File: src/rtl/lex_stream_if.sv
// Source-byte and token channels between the lexer and its neighbours.
// Handshake: a transfer happens on a rising clk edge where valid & ready are both 1;
// the sender holds its payload stable while valid & !ready, and valid never waits on ready.
interface lex_stream_if #(
  parameter int NUM_W     = 32,
  parameter int IDENT_MAX = 8,
  parameter int POS_W     = 16
);
  localparam int LEN_W = $clog2(IDENT_MAX + 1);

  logic                   in_valid;
  logic                   in_ready;
  logic [7:0]             in_data;
  logic                   in_last;
  logic                   out_valid;
  logic                   out_ready;
  logic [1:0]             out_kind;
  logic [3:0]             out_op;
  logic [NUM_W-1:0]       out_num;
  logic [8*IDENT_MAX-1:0] out_ident;
  logic [LEN_W-1:0]       out_ident_len;
  logic [POS_W-1:0]       out_pos;
  logic                   err;
  logic [POS_W-1:0]       err_pos;

  modport slave (
    input  in_valid, in_data, in_last, out_ready,
    output in_ready, out_valid, out_kind, out_op, out_num, out_ident,
           out_ident_len, out_pos, err, err_pos
  );

  modport master (
    output in_valid, in_data, in_last, out_ready,
    input  in_ready, out_valid, out_kind, out_op, out_num, out_ident,
           out_ident_len, out_pos, err, err_pos
  );
endinterface

File: src/rtl/lex_stream.sv
// Streaming lexer: source bytes in, reserved-op / ident / num / eof tokens out,
// each tagged with the byte offset of its first character.
module lex_stream #(
  parameter int NUM_W     = 32,
  parameter int IDENT_MAX = 8,
  parameter int POS_W     = 16
) (
  input  logic        clk,
  input  logic        rst_n,
  lex_stream_if.slave bus,
  output logic [2:0]  state_o
);
  localparam int LEN_W = $clog2(IDENT_MAX + 1);
  localparam int ID_W  = 8 * IDENT_MAX;

  typedef enum logic [2:0] {S_SCAN, S_NUM, S_IDENT, S_OP2, S_EOFE} state_e;

  function automatic logic is_digit(input logic [7:0] b);
    return (b >= "0") && (b <= "9");
  endfunction

  function automatic logic is_alpha(input logic [7:0] b);
    return ((b >= "a") && (b <= "z")) || ((b >= "A") && (b <= "Z")) || (b == "_");
  endfunction

  function automatic logic is_ws(input logic [7:0] b);
    return (b == " ") || (b == 8'h09) || (b == 8'h0d) || (b == 8'h0a);
  endfunction

  function automatic logic is_op2(input logic [7:0] b);
    return (b == "=") || (b == "!") || (b == "<") || (b == ">");
  endfunction

  // {hit, code} for the single-character reserved ops.
  function automatic logic [4:0] single_op(input logic [7:0] b);
    case (b)
      "+":     return {1'b1, 4'd0};
      "-":     return {1'b1, 4'd1};
      "*":     return {1'b1, 4'd2};
      "/":     return {1'b1, 4'd3};
      "(":     return {1'b1, 4'd4};
      ")":     return {1'b1, 4'd5};
      ";":     return {1'b1, 4'd6};
      default: return 5'd0;
    endcase
  endfunction

  function automatic logic [3:0] op2_code(input logic [7:0] c, input logic two);
    case (c)
      "=":     return two ? 4'd8 : 4'd7;
      "!":     return 4'd9;
      "<":     return two ? 4'd11 : 4'd10;
      default: return two ? 4'd13 : 4'd12;
    endcase
  endfunction

  state_e             state_q, state_d;
  logic [NUM_W-1:0]   acc_q, acc_d;
  logic [ID_W-1:0]    ident_q, ident_d;
  logic [LEN_W-1:0]   len_q, len_d;
  logic [POS_W-1:0]   tok_pos_q, tok_pos_d;
  logic [7:0]         op2_q, op2_d;
  logic               last_q, last_d;
  logic [POS_W-1:0]   pos_q, pos_d;
  logic               pend_valid_q, pend_valid_d;
  logic [7:0]         pend_data_q, pend_data_d;
  logic               pend_last_q, pend_last_d;
  logic [POS_W-1:0]   pend_pos_q, pend_pos_d;
  logic               err_q, err_d;
  logic [POS_W-1:0]   err_pos_q, err_pos_d;
  logic               alive_q;

  logic               out_valid_q;
  logic [1:0]         out_kind_q;
  logic [3:0]         out_op_q;
  logic [NUM_W-1:0]   out_num_q;
  logic [ID_W-1:0]    out_ident_q;
  logic [LEN_W-1:0]   out_len_q;
  logic [POS_W-1:0]   out_pos_q;

  logic               can_emit, in_ready, in_fire, use_pend, cur_valid, cur_last, to_pend;
  logic [7:0]         cur_b;
  logic [POS_W-1:0]   cur_pos;
  logic [4:0]         sop;
  logic               emit;
  logic [1:0]         e_kind;
  logic [3:0]         e_op;
  logic [NUM_W-1:0]   e_num;
  logic [ID_W-1:0]    e_ident;
  logic [LEN_W-1:0]   e_len;
  logic [POS_W-1:0]   e_pos;

  // last_q also holds input off while the tail token and eof drain out, so the
  // next source text cannot mix into the one being closed.
  assign can_emit  = !out_valid_q || bus.out_ready;
  assign in_ready  = alive_q && !pend_valid_q && !err_q && !last_q && can_emit;
  assign in_fire   = bus.in_valid && in_ready;
  assign use_pend  = pend_valid_q && can_emit && !err_q;
  assign cur_valid = use_pend || in_fire;
  assign cur_b     = use_pend ? pend_data_q : bus.in_data;
  assign cur_last  = use_pend ? pend_last_q : bus.in_last;
  assign cur_pos   = use_pend ? pend_pos_q  : pos_q;
  assign sop       = single_op(cur_b);

  always_comb begin
    state_d = state_q;  acc_d = acc_q;  ident_d = ident_q;  len_d = len_q;
    tok_pos_d = tok_pos_q;  op2_d = op2_q;  last_d = last_q;  pos_d = pos_q;
    pend_valid_d = pend_valid_q;  pend_data_d = pend_data_q;
    pend_last_d = pend_last_q;  pend_pos_d = pend_pos_q;
    err_d = err_q;  err_pos_d = err_pos_q;
    to_pend = 1'b0;  emit = 1'b0;  e_kind = 2'd0;  e_op = 4'd0;  e_num = '0;
    e_ident = '0;  e_len = '0;  e_pos = '0;

    if (in_fire)  pos_d = pos_q + POS_W'(1);
    if (use_pend) pend_valid_d = 1'b0;

    if (cur_valid) begin
      case (state_q)
        S_SCAN: begin
          if (is_ws(cur_b)) begin
            if (cur_last) begin state_d = S_EOFE; last_d = 1'b1; end
          end else if (is_digit(cur_b)) begin
            state_d = S_NUM;  acc_d = NUM_W'(cur_b[3:0]);
            tok_pos_d = cur_pos;  last_d = cur_last;
          end else if (is_alpha(cur_b)) begin
            state_d = S_IDENT;  ident_d = '0;  ident_d[7:0] = cur_b;
            len_d = LEN_W'(1);  tok_pos_d = cur_pos;  last_d = cur_last;
          end else if (sop[4]) begin
            emit = 1'b1;  e_op = sop[3:0];  e_pos = cur_pos;
            if (cur_last) begin state_d = S_EOFE; last_d = 1'b1; end
          end else if (is_op2(cur_b)) begin
            state_d = S_OP2;  op2_d = cur_b;  tok_pos_d = cur_pos;  last_d = cur_last;
          end else begin
            err_d = 1'b1;  err_pos_d = cur_pos;
          end
        end
        S_NUM: begin
          if (is_digit(cur_b)) begin
            acc_d = acc_q * NUM_W'(10) + NUM_W'(cur_b[3:0]);
            last_d = cur_last;
          end else begin
            emit = 1'b1;  e_kind = 2'd2;  e_num = acc_q;  e_pos = tok_pos_q;
            to_pend = 1'b1;  state_d = S_SCAN;
          end
        end
        S_IDENT: begin
          if (is_alpha(cur_b) || is_digit(cur_b)) begin
            if (len_q == LEN_W'(IDENT_MAX)) begin
              err_d = 1'b1;  err_pos_d = cur_pos;
            end else begin
              for (int i = 0; i < IDENT_MAX; i++)
                if (LEN_W'(i) == len_q) ident_d[8*i +: 8] = cur_b;
              len_d = len_q + LEN_W'(1);  last_d = cur_last;
            end
          end else begin
            emit = 1'b1;  e_kind = 2'd1;  e_ident = ident_q;  e_len = len_q;
            e_pos = tok_pos_q;  to_pend = 1'b1;  state_d = S_SCAN;
          end
        end
        S_OP2: begin
          if (cur_b == "=") begin
            emit = 1'b1;  e_op = op2_code(op2_q, 1'b1);  e_pos = tok_pos_q;
            state_d = cur_last ? S_EOFE : S_SCAN;  last_d = cur_last;
          end else if (op2_q == "!") begin
            err_d = 1'b1;  err_pos_d = tok_pos_q;
          end else begin
            emit = 1'b1;  e_op = op2_code(op2_q, 1'b0);  e_pos = tok_pos_q;
            to_pend = 1'b1;  state_d = S_SCAN;
          end
        end
        default: ;
      endcase
    end else if (last_q && can_emit && !err_q) begin
      // End of text: close the open token, then emit eof and start a new text.
      state_d = S_EOFE;
      case (state_q)
        S_NUM: begin
          emit = 1'b1;  e_kind = 2'd2;  e_num = acc_q;  e_pos = tok_pos_q;
        end
        S_IDENT: begin
          emit = 1'b1;  e_kind = 2'd1;  e_ident = ident_q;  e_len = len_q;  e_pos = tok_pos_q;
        end
        S_OP2: begin
          if (op2_q == "!") begin
            err_d = 1'b1;  err_pos_d = tok_pos_q;
          end else begin
            emit = 1'b1;  e_op = op2_code(op2_q, 1'b0);  e_pos = tok_pos_q;
          end
        end
        default: begin
          emit = 1'b1;  e_kind = 2'd3;  e_pos = pos_q;
          pos_d = '0;  last_d = 1'b0;  state_d = S_SCAN;
        end
      endcase
    end

    if (to_pend) begin
      pend_valid_d = 1'b1;  pend_data_d = cur_b;  pend_last_d = cur_last;  pend_pos_d = cur_pos;
    end
  end

  always_ff @(posedge clk or negedge rst_n) begin
    if (!rst_n) begin
      state_q <= S_SCAN;  acc_q <= '0;  ident_q <= '0;  len_q <= '0;
      tok_pos_q <= '0;  op2_q <= '0;  last_q <= 1'b0;  pos_q <= '0;
      pend_valid_q <= 1'b0;  pend_data_q <= '0;  pend_last_q <= 1'b0;  pend_pos_q <= '0;
      err_q <= 1'b0;  err_pos_q <= '0;  alive_q <= 1'b0;
      out_valid_q <= 1'b0;  out_kind_q <= '0;  out_op_q <= '0;  out_num_q <= '0;
      out_ident_q <= '0;  out_len_q <= '0;  out_pos_q <= '0;
    end else begin
      state_q <= state_d;  acc_q <= acc_d;  ident_q <= ident_d;  len_q <= len_d;
      tok_pos_q <= tok_pos_d;  op2_q <= op2_d;  last_q <= last_d;  pos_q <= pos_d;
      pend_valid_q <= pend_valid_d;  pend_data_q <= pend_data_d;
      pend_last_q <= pend_last_d;  pend_pos_q <= pend_pos_d;
      err_q <= err_d;  err_pos_q <= err_pos_d;  alive_q <= 1'b1;
      if (err_d) begin
        out_valid_q <= 1'b0;
      end else if (emit) begin
        out_valid_q <= 1'b1;  out_kind_q <= e_kind;  out_op_q <= e_op;  out_num_q <= e_num;
        out_ident_q <= e_ident;  out_len_q <= e_len;  out_pos_q <= e_pos;
      end else if (bus.out_ready) begin
        out_valid_q <= 1'b0;
      end
    end
  end

  assign bus.in_ready      = in_ready;
  assign bus.out_valid     = out_valid_q;
  assign bus.out_kind      = out_kind_q;
  assign bus.out_op        = out_op_q;
  assign bus.out_num       = out_num_q;
  assign bus.out_ident     = out_ident_q;
  assign bus.out_ident_len = out_len_q;
  assign bus.out_pos       = out_pos_q;
  assign bus.err           = err_q;
  assign bus.err_pos       = err_pos_q;
  assign state_o           = state_q;
endmodule

File: src/flat_wrapper.sv
// flat-port wrapper written by rule: the top's interface ports become plain ports
module lex_stream_flat 
#(
  parameter int NUM_W     = 32,
  parameter int IDENT_MAX = 8,
  parameter int POS_W     = 16
)
  (clk, rst_n, state_o, bus_in_valid, bus_in_data, bus_in_last, bus_out_ready, bus_in_ready, bus_out_valid, bus_out_kind, bus_out_op, bus_out_num, bus_out_ident, bus_out_ident_len, bus_out_pos, bus_err, bus_err_pos);
  lex_stream_if #(.NUM_W(NUM_W), .IDENT_MAX(IDENT_MAX), .POS_W(POS_W)) bus_i ();
  input  logic clk;
  input  logic rst_n;
  output logic [2:0] state_o;
  input wire logic [$bits(bus_i.in_valid)-1:0] bus_in_valid;
  input wire logic [$bits(bus_i.in_data)-1:0] bus_in_data;
  input wire logic [$bits(bus_i.in_last)-1:0] bus_in_last;
  input wire logic [$bits(bus_i.out_ready)-1:0] bus_out_ready;
  output wire logic [$bits(bus_i.in_ready)-1:0] bus_in_ready;
  output wire logic [$bits(bus_i.out_valid)-1:0] bus_out_valid;
  output wire logic [$bits(bus_i.out_kind)-1:0] bus_out_kind;
  output wire logic [$bits(bus_i.out_op)-1:0] bus_out_op;
  output wire logic [$bits(bus_i.out_num)-1:0] bus_out_num;
  output wire logic [$bits(bus_i.out_ident)-1:0] bus_out_ident;
  output wire logic [$bits(bus_i.out_ident_len)-1:0] bus_out_ident_len;
  output wire logic [$bits(bus_i.out_pos)-1:0] bus_out_pos;
  output wire logic [$bits(bus_i.err)-1:0] bus_err;
  output wire logic [$bits(bus_i.err_pos)-1:0] bus_err_pos;
  assign bus_i.in_valid = bus_in_valid;
  assign bus_i.in_data = bus_in_data;
  assign bus_i.in_last = bus_in_last;
  assign bus_i.out_ready = bus_out_ready;
  assign bus_in_ready = bus_i.in_ready;
  assign bus_out_valid = bus_i.out_valid;
  assign bus_out_kind = bus_i.out_kind;
  assign bus_out_op = bus_i.out_op;
  assign bus_out_num = bus_i.out_num;
  assign bus_out_ident = bus_i.out_ident;
  assign bus_out_ident_len = bus_i.out_ident_len;
  assign bus_out_pos = bus_i.out_pos;
  assign bus_err = bus_i.err;
  assign bus_err_pos = bus_i.err_pos;
  lex_stream #(.NUM_W(NUM_W), .IDENT_MAX(IDENT_MAX), .POS_W(POS_W)) u_core (.clk(clk), .rst_n(rst_n), .bus(bus_i), .state_o(state_o));
endmodule
File: config.mk
export PLATFORM = sky130hd
export DESIGN_NAME = lex_stream_flat
export DESIGN_NICKNAME = d
export VERILOG_FILES = /design/src/rtl/lex_stream_if.sv /design/src/rtl/lex_stream.sv /design/src/flat_wrapper.sv
export SDC_FILE = /design/constraint.sdc
export NUM_CORES = 1
export LEC_CHECK = 0
export CELL_PAD_IN_SITES_DETAIL_PLACEMENT = 0
export CELL_PAD_IN_SITES_GLOBAL_PLACEMENT = 2
export CORE_UTILIZATION = 30
export CTS_BUF_LIST = sky130_fd_sc_hd__clkbuf_4
export DETAILED_ROUTE_END_ITERATION = 12
export PLACE_DENSITY_LB_ADDON = 0.1
export SYNTH_ARGS = -nofsm -noshare
export SYNTH_HDL_FRONTEND = slang
export SYNTH_SLANG_ARGS = --single-unit
export TNS_END_PERCENT = 20
File: constraint.sdc
create_clock -name clk -period 4 [get_ports clk]
set_input_delay 1.2 -clock clk [delete_from_list [all_inputs] [get_ports clk]]
set_output_delay 1.2 -clock clk [all_outputs]
set_load 0.005 [all_outputs]
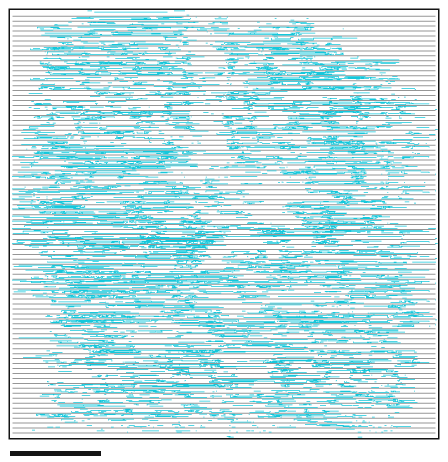
Fig. 1. Signal wires on met1.
The bar under the picture is 50 um long. Supply wires on this layer in grey.
longest straight run: 63.0 um
nets with wire on the layer: 1888
main direction: horizontal
wire length on this layer: 26.4 mm

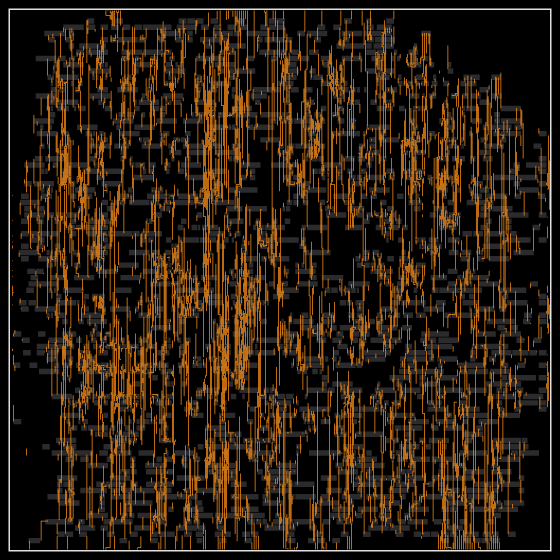
Fig. 2. M2 wires.
Cells faint in the background.
nets with wire on the layer: 1680
longest straight run: 84.1 um

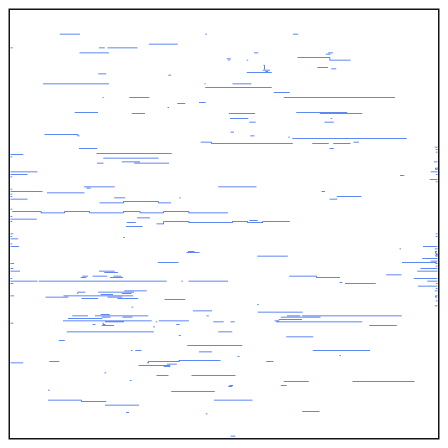
Fig. 3. Met3 routing.
nets with wire on the layer: 153
main direction: horizontal
longest straight run: 69.9 um

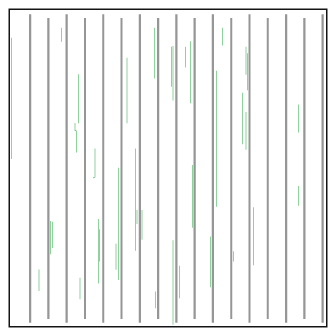
Fig. 4. The metal 4 layer.
Supply wires on this layer in grey.
share of all routed wire: 2.3%
main direction: vertical
nets with wire on the layer: 23
longest straight run: 101 um
wire length on this layer: 1250 um

==> out/qor.yml <==
cp.arrival_ns: 4.57
mux_share_pct: 2.683
hold-worst-slack_ns: 0.3817
clock_latency_ns: 0.83
numCtsBuffers: 91
n_all_buffers: 342
cp_slowest_cell: "or4b_4"
top_usage_layer: "met2"
clock-skew-final_ns: 0.05262
root_buffer: "clkbuf_4"
syn-num-nets: 1654
top_cells_by_area: "dfrtp_1, a22o_1, ha_1"
comb_power_share_pct: 19.4
seq_share_pct: 36.71
p_seq_mw: 3.69
dp_hpwl_mm: 38.31
status: "finished clean"
synth.most_common_cell: "dfrtp_1"
ant_nets: 0
ys_sh_simple_pct: 14.76
nFillCells: 5312
ios: 157
worst-path-buf-inv: 1
async_reset_ff_share_pct: 100.0
finalWorstSetupSlack_ns: 0.1328
p_sw_mw: 2.657
cts_resized: 2
htree_levels: 3
setup_tns_ns: 0
clock_area_share_pct: 5.351
synth_top_area_share_pct: 47.96
comb_share_pct: 38.29
top_power_group: "sequential cells"
final_util_pct: 40.04
layoutNonFillerInstCount: 2673
layout-drive-gt1-share_pct: 20.36
ctsHoldBuffers: 0
finalCritPeriodShare_pct: 96.68
via_count: 13989
final_area_sq_mm: 0.02121
synth_cell_types: 92
coreArea_sq_mm: 0.05297
syn_to_final_growth_pct: 30.69
drc: 0
path_cells: "buf_4, ha_1, ha_2, o211ai_1, o21ai_4, a211o_1, and3_4, or4b_4, nor4_4, nand4_2, o311a_1, a221o_1"
drv_cap: 0
grt_pass1_wl_mm: 83.95
